--- src/rtl/div_32bit.sv ---
// Iterative restoring divider for DIV/DIVU: one quotient bit per clock,
// quotient returned as LO and remainder as HI, with a start/busy/done handshake.
module div_32bit #(
  parameter int WIDTH = 32
) (
  input  logic             clk,
  input  logic             reset,
  input  logic             start,
  input  logic             is_signed,
  input  logic [WIDTH-1:0] dividend,
  input  logic [WIDTH-1:0] divisor,
  output logic             busy,
  output logic             done,
  output logic [WIDTH-1:0] quotient,
  output logic [WIDTH-1:0] remainder,
  output logic             div_by_zero
);

  localparam int CW = $clog2(WIDTH);

  typedef enum logic [1:0] {S_IDLE, S_RUN, S_FIN} state_t;

  state_t           r_state;
  logic [WIDTH-1:0] r_rem;
  logic [WIDTH-1:0] r_quo;
  logic [WIDTH-1:0] r_dvsr;
  logic [CW-1:0]    r_cnt;
  logic             r_q_neg;
  logic             r_r_neg;
  logic             r_dvz;

  logic             w_a_neg;
  logic             w_b_neg;
  logic [WIDTH-1:0] w_a_mag;
  logic [WIDTH-1:0] w_b_mag;
  logic             w_dvz;
  logic [WIDTH:0]   w_shift;
  logic [WIDTH:0]   w_diff;
  logic [WIDTH-1:0] w_q_fix;
  logic [WIDTH-1:0] w_r_fix;

  always_comb begin
    w_a_neg = is_signed & dividend[WIDTH-1];
    w_b_neg = is_signed & divisor[WIDTH-1];
    w_a_mag = w_a_neg ? -dividend : dividend;
    w_b_mag = w_b_neg ? -divisor  : divisor;
    w_dvz   = (divisor == '0);
    // 33-bit trial subtract: bit WIDTH set means the shifted remainder was below the divisor
    w_shift = {r_rem, r_quo[WIDTH-1]};
    w_diff  = w_shift - {1'b0, r_dvsr};
    w_q_fix = r_q_neg ? -r_quo : r_quo;
    w_r_fix = r_r_neg ? -r_rem : r_rem;
  end

  always_ff @(posedge clk) begin
    if (reset) begin
      r_state     <= S_IDLE;
      r_rem       <= '0;
      r_quo       <= '0;
      r_dvsr      <= '0;
      r_cnt       <= '0;
      r_q_neg     <= 1'b0;
      r_r_neg     <= 1'b0;
      r_dvz       <= 1'b0;
      busy        <= 1'b0;
      done        <= 1'b0;
      quotient    <= '0;
      remainder   <= '0;
      div_by_zero <= 1'b0;
    end else begin
      done <= 1'b0;
      case (r_state)
        S_IDLE: begin
          if (start) begin
            // On a zero divisor r_quo carries the raw dividend straight to FIN
            r_quo   <= w_dvz ? dividend : w_a_mag;
            r_rem   <= '0;
            r_dvsr  <= w_b_mag;
            r_cnt   <= '0;
            r_q_neg <= w_a_neg ^ w_b_neg;
            r_r_neg <= w_a_neg;
            r_dvz   <= w_dvz;
            busy    <= 1'b1;
            r_state <= w_dvz ? S_FIN : S_RUN;
          end
        end
        S_RUN: begin
          r_rem   <= w_diff[WIDTH] ? w_shift[WIDTH-1:0] : w_diff[WIDTH-1:0];
          r_quo   <= {r_quo[WIDTH-2:0], ~w_diff[WIDTH]};
          r_cnt   <= r_cnt + 1'b1;
          if (r_cnt == CW'(WIDTH - 1)) r_state <= S_FIN;
        end
        S_FIN: begin
          if (r_dvz) begin
            quotient  <= '1;
            remainder <= r_quo;
          end else begin
            quotient  <= w_q_fix;
            remainder <= w_r_fix;
          end
          div_by_zero <= r_dvz;
          done        <= 1'b1;
          busy        <= 1'b0;
          r_state     <= S_IDLE;
        end
        default: r_state <= S_IDLE;
      endcase
    end
  end

endmodule

--- config.mk ---
export PLATFORM = sky130hd
export DESIGN_NAME = div_32bit
export DESIGN_NICKNAME = d
export VERILOG_FILES = /design/src/rtl/div_32bit.sv
export SDC_FILE = /design/constraint.sdc
export NUM_CORES = 1
export LEC_CHECK = 0
export CAP_MARGIN = 10
export CORE_MARGIN = 3
export CORE_UTILIZATION = 45
export CTS_BUF_LIST = sky130_fd_sc_hd__clkbuf_8
export DETAILED_ROUTE_END_ITERATION = 8
export GPL_TIMING_DRIVEN = 1
export PLACE_DENSITY = 0.77
export RECOVER_POWER = 50
export SLEW_MARGIN = 0
export SYNTH_ARGS = -nofsm -noshare
export SYNTH_HDL_FRONTEND = slang
export SYNTH_SLANG_ARGS = --single-unit
--- constraint.sdc ---
create_clock -name clk -period 2.8 [get_ports clk]
set_clock_uncertainty 0.1 [all_clocks]
set_input_delay 0.42 -clock clk [delete_from_list [all_inputs] [get_ports clk]]
set_output_delay 0.42 -clock clk [all_outputs]
set_load 0.005 [all_outputs]
==> summary.txt, run 1 <==
dominant kind of cell -> combinational gates
Hold WS -> 249 ps
Top pwr grp -> sequential cells
Placer Congestion -> 0.951
flop share of the area -> 22.0%
chip area -> 27000 um2
Slew Limit Fails -> 0
maximum clock path buffer count -> 2
largest net degree at the start of global routing -> 59
Logic pwr share -> 31.0%
cell count after synthesis -> 1485
bufs w/o clock -> 417
Yosys warnings -> 0
routed length on met1 -> 16.7 mm
final setup vio count -> 35
Routed Antenna Nets -> 0
P&R area growth vs syn -> 40.0%
vias in the first global route -> 11882
antenna violations before repair -> 1
Leakage -> 6.29 nW
# rows -> 57
Worst Path Class, Setup -> flip-flop to flip-flop
AO/OA Area Share -> 26.4%
Critical Path End Type -> flip-flop
Synth top cell by count -> nand2_1
Netlist cell types -> 71
power share of the clock group -> 28.1%
post-synthesis register bit count -> 173
Cell area leaders -> dfxtp_1, xor2_1, nand2_1
logic area -> 7700 um2
mux share -> 0.711%
Critical Path Slowest Stage Cell -> or4b_4
failing checks -> setup timing
most frequent cells in the layout -> buf_4, nand2_1, dfxtp_1, nor2_1, clkdlybuf4s50_1
total of max-cap violations -> 0
Log Warnings -> 29
WL met3 -> 3.80 mm
Logic power comb -> 2.00 mW
Data buffer area share -> 22.8%
final worst slack -> -152 ps
Multi-In Gates -> 1150
Psw -> 2.31 mW
busiest grt layer -> met2
met1 usage -> 38.8%
yosys xor share -> 11.3%
met2 routed WL -> 17.8 mm
CP required -> 3050 ps
worst hold path type -> primary input to flip-flop
Syn Area/Cell -> 7.58 um2
Final Instance Area -> 15800 um2
fa+ha+maj area frac -> 4.40%
yosys simple share -> 20.9%
reg2reg setup slack -> -150 ps
Seq/Total Area, Yosys -> 30.8%
grt total ovfl -> 0
vias per cell -> 5.96
Hold Buf Count CTS -> 0
crit-path max FO -> 6
Setup WS pre-CTS -> -602 ps
outcome -> finished, violations left
CP top delay family -> simple AND/OR/NAND/NOR gates
largest area contributor in the netlist -> dfxtp_1
Post-Route WL -> 39.6 mm
Pwr Density -> 410 nW/um2
clock slew at reported path FFs -> 100 ps
Post-Syn Area -> 11300 um2
yosys synthesis chip area -> 11300 um2
Util after Layout -> 64.4%
register area -> 3470 um2
area share, top type -> 30.8%
DRT Pass-1 Iters -> 6
CTS tree -> done
-- run 1: repair_timing --
action / CTS / global route
buffers inserted: 23 / 9
gates cloned: 1 / 0
pin swaps: 33 / 24
setup endpoints to repair: 51 / 63
resized: 67 / 52
-- run 1: flip-flops by register name, indices dropped and copies added, names as in the netlist --
name         flops
remainder       32
busy             1
r_rem           32
r_quo           32
r_state          2
r_dvsr          32
quotient        32
r_dvz            1
r_r_neg          1
done             1
r_q_neg          1
r_cnt            5
div_by_zero      1
-- run 1: final timing paths --
check	start	endpoint	cells after the start
setup reg to reg	r_rem[20]	remainder[30]	8
hold reg to reg	remainder[15]	remainder[15]	2
hold / removal	reset	r_dvsr[1]	2
setup / recovery	r_rem[20]	remainder[30]	8
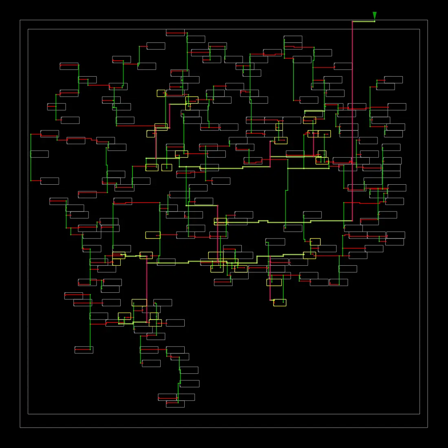
*Clock nets, run 1*
clock sink count: 173
Inserted Clock Buffers: 17

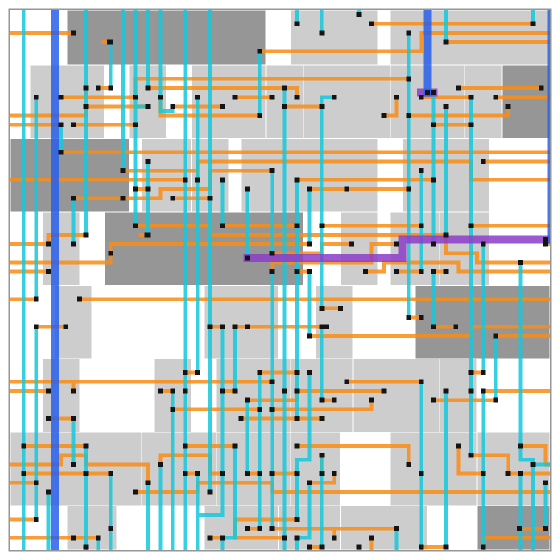
*Layout detail, run 1*
Window x 31 to 51, y 31 to 51 um. Cells in gray, sequential cells in the stronger gray; small squares are vias.
metal 4 -> blue
metal 1 -> orange
metal 3 -> purple
metal 2 -> cyan
sequential cells in the window = 4
netlist names of flops here include = r_dvsr (4)
cells with their middle in the window = 41

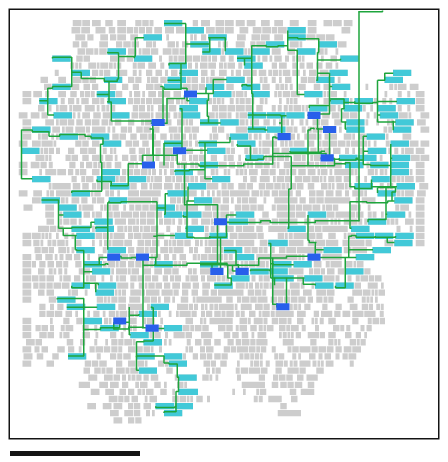
*Routed clock nets over the placement, run 1*
Bar = 50 um.
clock wires -> green  # length 2230 um
clock drivers -> blue  # count 17
flip-flops -> cyan  # count 173
routed clock nets = 18

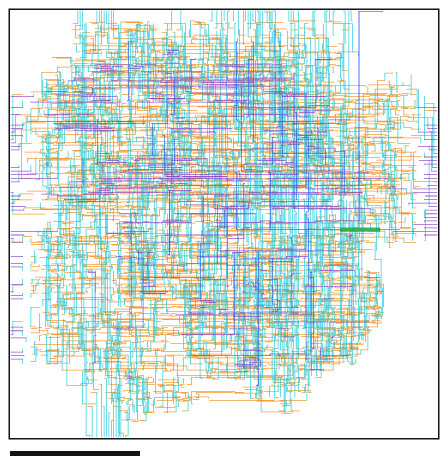
*Signal wires by layer, run 1*
Bar = 50 um.
metal 3 -> purple  # wire length 3800 um
metal 4 -> blue  # wire length 1300 um
metal 5 -> green  # wire length 13.8 um
metal 1 -> orange  # wire length 16700 um
metal 2 -> cyan  # wire length 17800 um
drt wl/cell: 18.5 um
total track usage: 28.5%

### I/O pins on the die edge, run 1

Pins as bars across the die edge, other pins in gray.
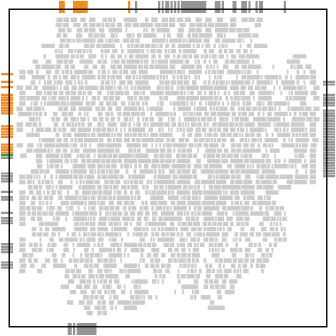

==> run 2: changes to the inputs <==
- PLACE_DENSITY: 0.77 -> not set
- PLACE_DENSITY_LB_ADDON: not set -> 0.3
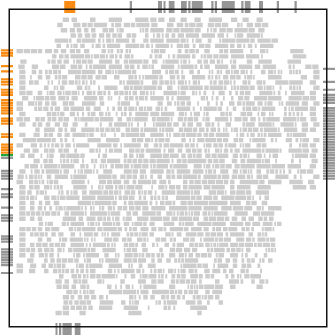
*I/O pins on the die edge, run 2*
Pins as bars across the die edge, other pins in gray.
is_signed -> green  # pins 1, direction input, edge left
dividend -> orange  # pins 32, direction input, edge 26 left, 6 top
all pins by edge = 50 left, 40 top, 35 right, 10 bottom

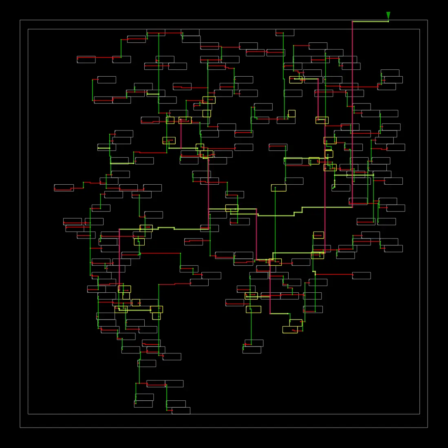
*Clock nets, run 2*
sequential cell count: 173
Latency at later pin: 490 ps
Clk. pwr: 1.76 mW

==> summary.txt, run 2 <==
yosys xor share -> 11.3%
AO/OA Area Share -> 26.4%
Psw -> 2.27 mW
largest area contributor in the netlist -> dfxtp_1
Worst Path Class, Setup -> flip-flop to flip-flop
core box area -> 24500 um2
busiest grt layer -> met2
Routed Antenna Nets -> 0
Internal -> 4.07 mW
Worst Hold Path Cells -> 4
hold path endpoint -> r_quo[27]
Hold WS -> 223 ps
Log Warnings -> 31
grt total ovfl -> 0
vias in the first global route -> 11301
met1 usage -> 39.6%
P&R area growth vs syn -> 38.9%
CP top delay family -> simple AND/OR/NAND/NOR gates
worst hold path type -> primary input to flip-flop
r2r startpoint -> r_rem[19]
Top pwr grp -> sequential cells
DRT Pass-1 Iters -> 6
met2 routed WL -> 17.0 mm
fin nets -> 1882
total of max-cap violations -> 0
Leakage -> 6.39 nW
final worst-path cycle share -> 104%
maximum clock path buffer count -> 2
outcome -> finished, violations left
Critical Path End Type -> flip-flop
layout cells sized above 1 -> 22.9%
Critical Path Slowest Stage Cell -> or4b_4
yosys synthesis chip area -> 11300 um2
Setup WS pre-CTS -> -551 ps
area share, top type -> 30.8%
Logic pwr share -> 30.4%
clock sink count -> 173
vias per cell -> 5.89
yosys simple share -> 20.9%
final setup vio count -> 14
WL met3 -> 3.33 mm
antenna violations before repair -> 0
final std cells w/o fill -> 2111
Post-Syn Area -> 11300 um2
arrival time at the worst endpoint -> 3170 ps
power share of the clock group -> 27.8%
Crit path depth -> 8
Util after Layout -> 63.9%
Logic power comb -> 1.93 mW
worst slew pin tran -> 1050 ps
Tmin final -> 2910 ps
routed length on met1 -> 17.2 mm
Yosys warnings -> 0
Seq/Total Area, Yosys -> 30.8%
drt wl/cell -> 18.3 um
Syn Area/Cell -> 7.58 um2
reg2reg setup slack -> -110 ps
failing checks -> setup timing
Synth top cell by count -> nand2_1
Commonest cells post-synth -> nand2_1, dfxtp_1, nor2_1
Pwr Density -> 405 nW/um2
CP required -> 3060 ps
Slew Limit Fails -> 0
CP endpoint -> remainder[30]
Worst R2R End -> remainder[30]
crit path from -> r_rem[19]
# rows -> 57
Post-Place Cells -> 2063
chip area -> 27000 um2
mux share -> 0.711%
fa+ha+maj area frac -> 4.40%
most frequent cells in the layout -> buf_4, nand2_1, dfxtp_1, nor2_1
Inserted Clock Buffers -> 17
register area -> 3480 um2
Placer Congestion -> 0.967
total track usage -> 27.4%
Netlist cell types -> 71
largest net degree at the start of global routing -> 142
DR iter-0 viols -> 1426
Hold Buf Count CTS -> 0
CTS tree -> done
final worst slack -> -114 ps
Cell area leaders -> dfxtp_1, xor2_1, nand2_1
post-synthesis register bit count -> 173
Final Instance Area -> 15600 um2
GR met2 Demand/Resource -> 41.8%
worst r2r path cells -> 8
cell count after synthesis -> 1485
Hold Path Origin -> reset
crit-path max FO -> 6
logic area -> 7870 um2
Hold Violations, Final -> 0
Post-DP HPWL -> 28.7 mm
clock slew at reported path FFs -> 100 ps
Worst IR Drop VDD -> 0.000246 V
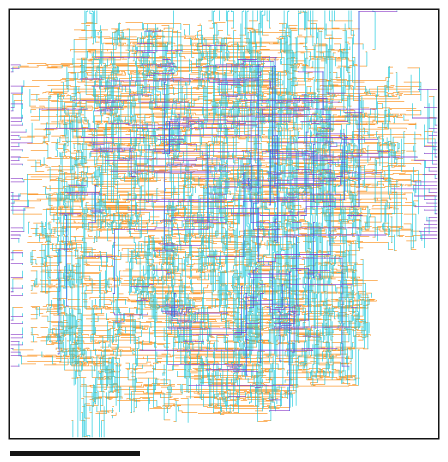
*Signal wires by layer, run 2*
Bar = 50 um.
metal 4 -> blue  # wire length 1120 um
metal 2 -> cyan  # wire length 17000 um
metal 1 -> orange  # wire length 17200 um
metal 3 -> purple  # wire length 3330 um
via count: 12427
Post-Route WL: 38.7 mm

==> run 2: repair_timing <==
| item | 4_1_cts | 5_1_grt |
|---|---|---|
| pin swaps | 24 | 54 |
| hold endpoints to repair | 0 | 0 |
| resized | 46 | 118 |
| gates cloned | 2 | 1 |
| setup endpoints to repair | 43 | 58 |
| buffers inserted | 12 | 7 |
==> run 2: cell type report <==
type / count / share of cell area [%]
Multi-Input combinational cell: 1150 / 50.3
Sequential cell: 173 / 22.2
Timing Repair Buffer: 384 / 21.2
Tap cell: 324 / 2.59
Clock buffer: 17 / 1.50
Inverter: 49 / 1.18
Clock inverter: 14 / 0.960
Power is estimated from default activity; no workload was simulated.
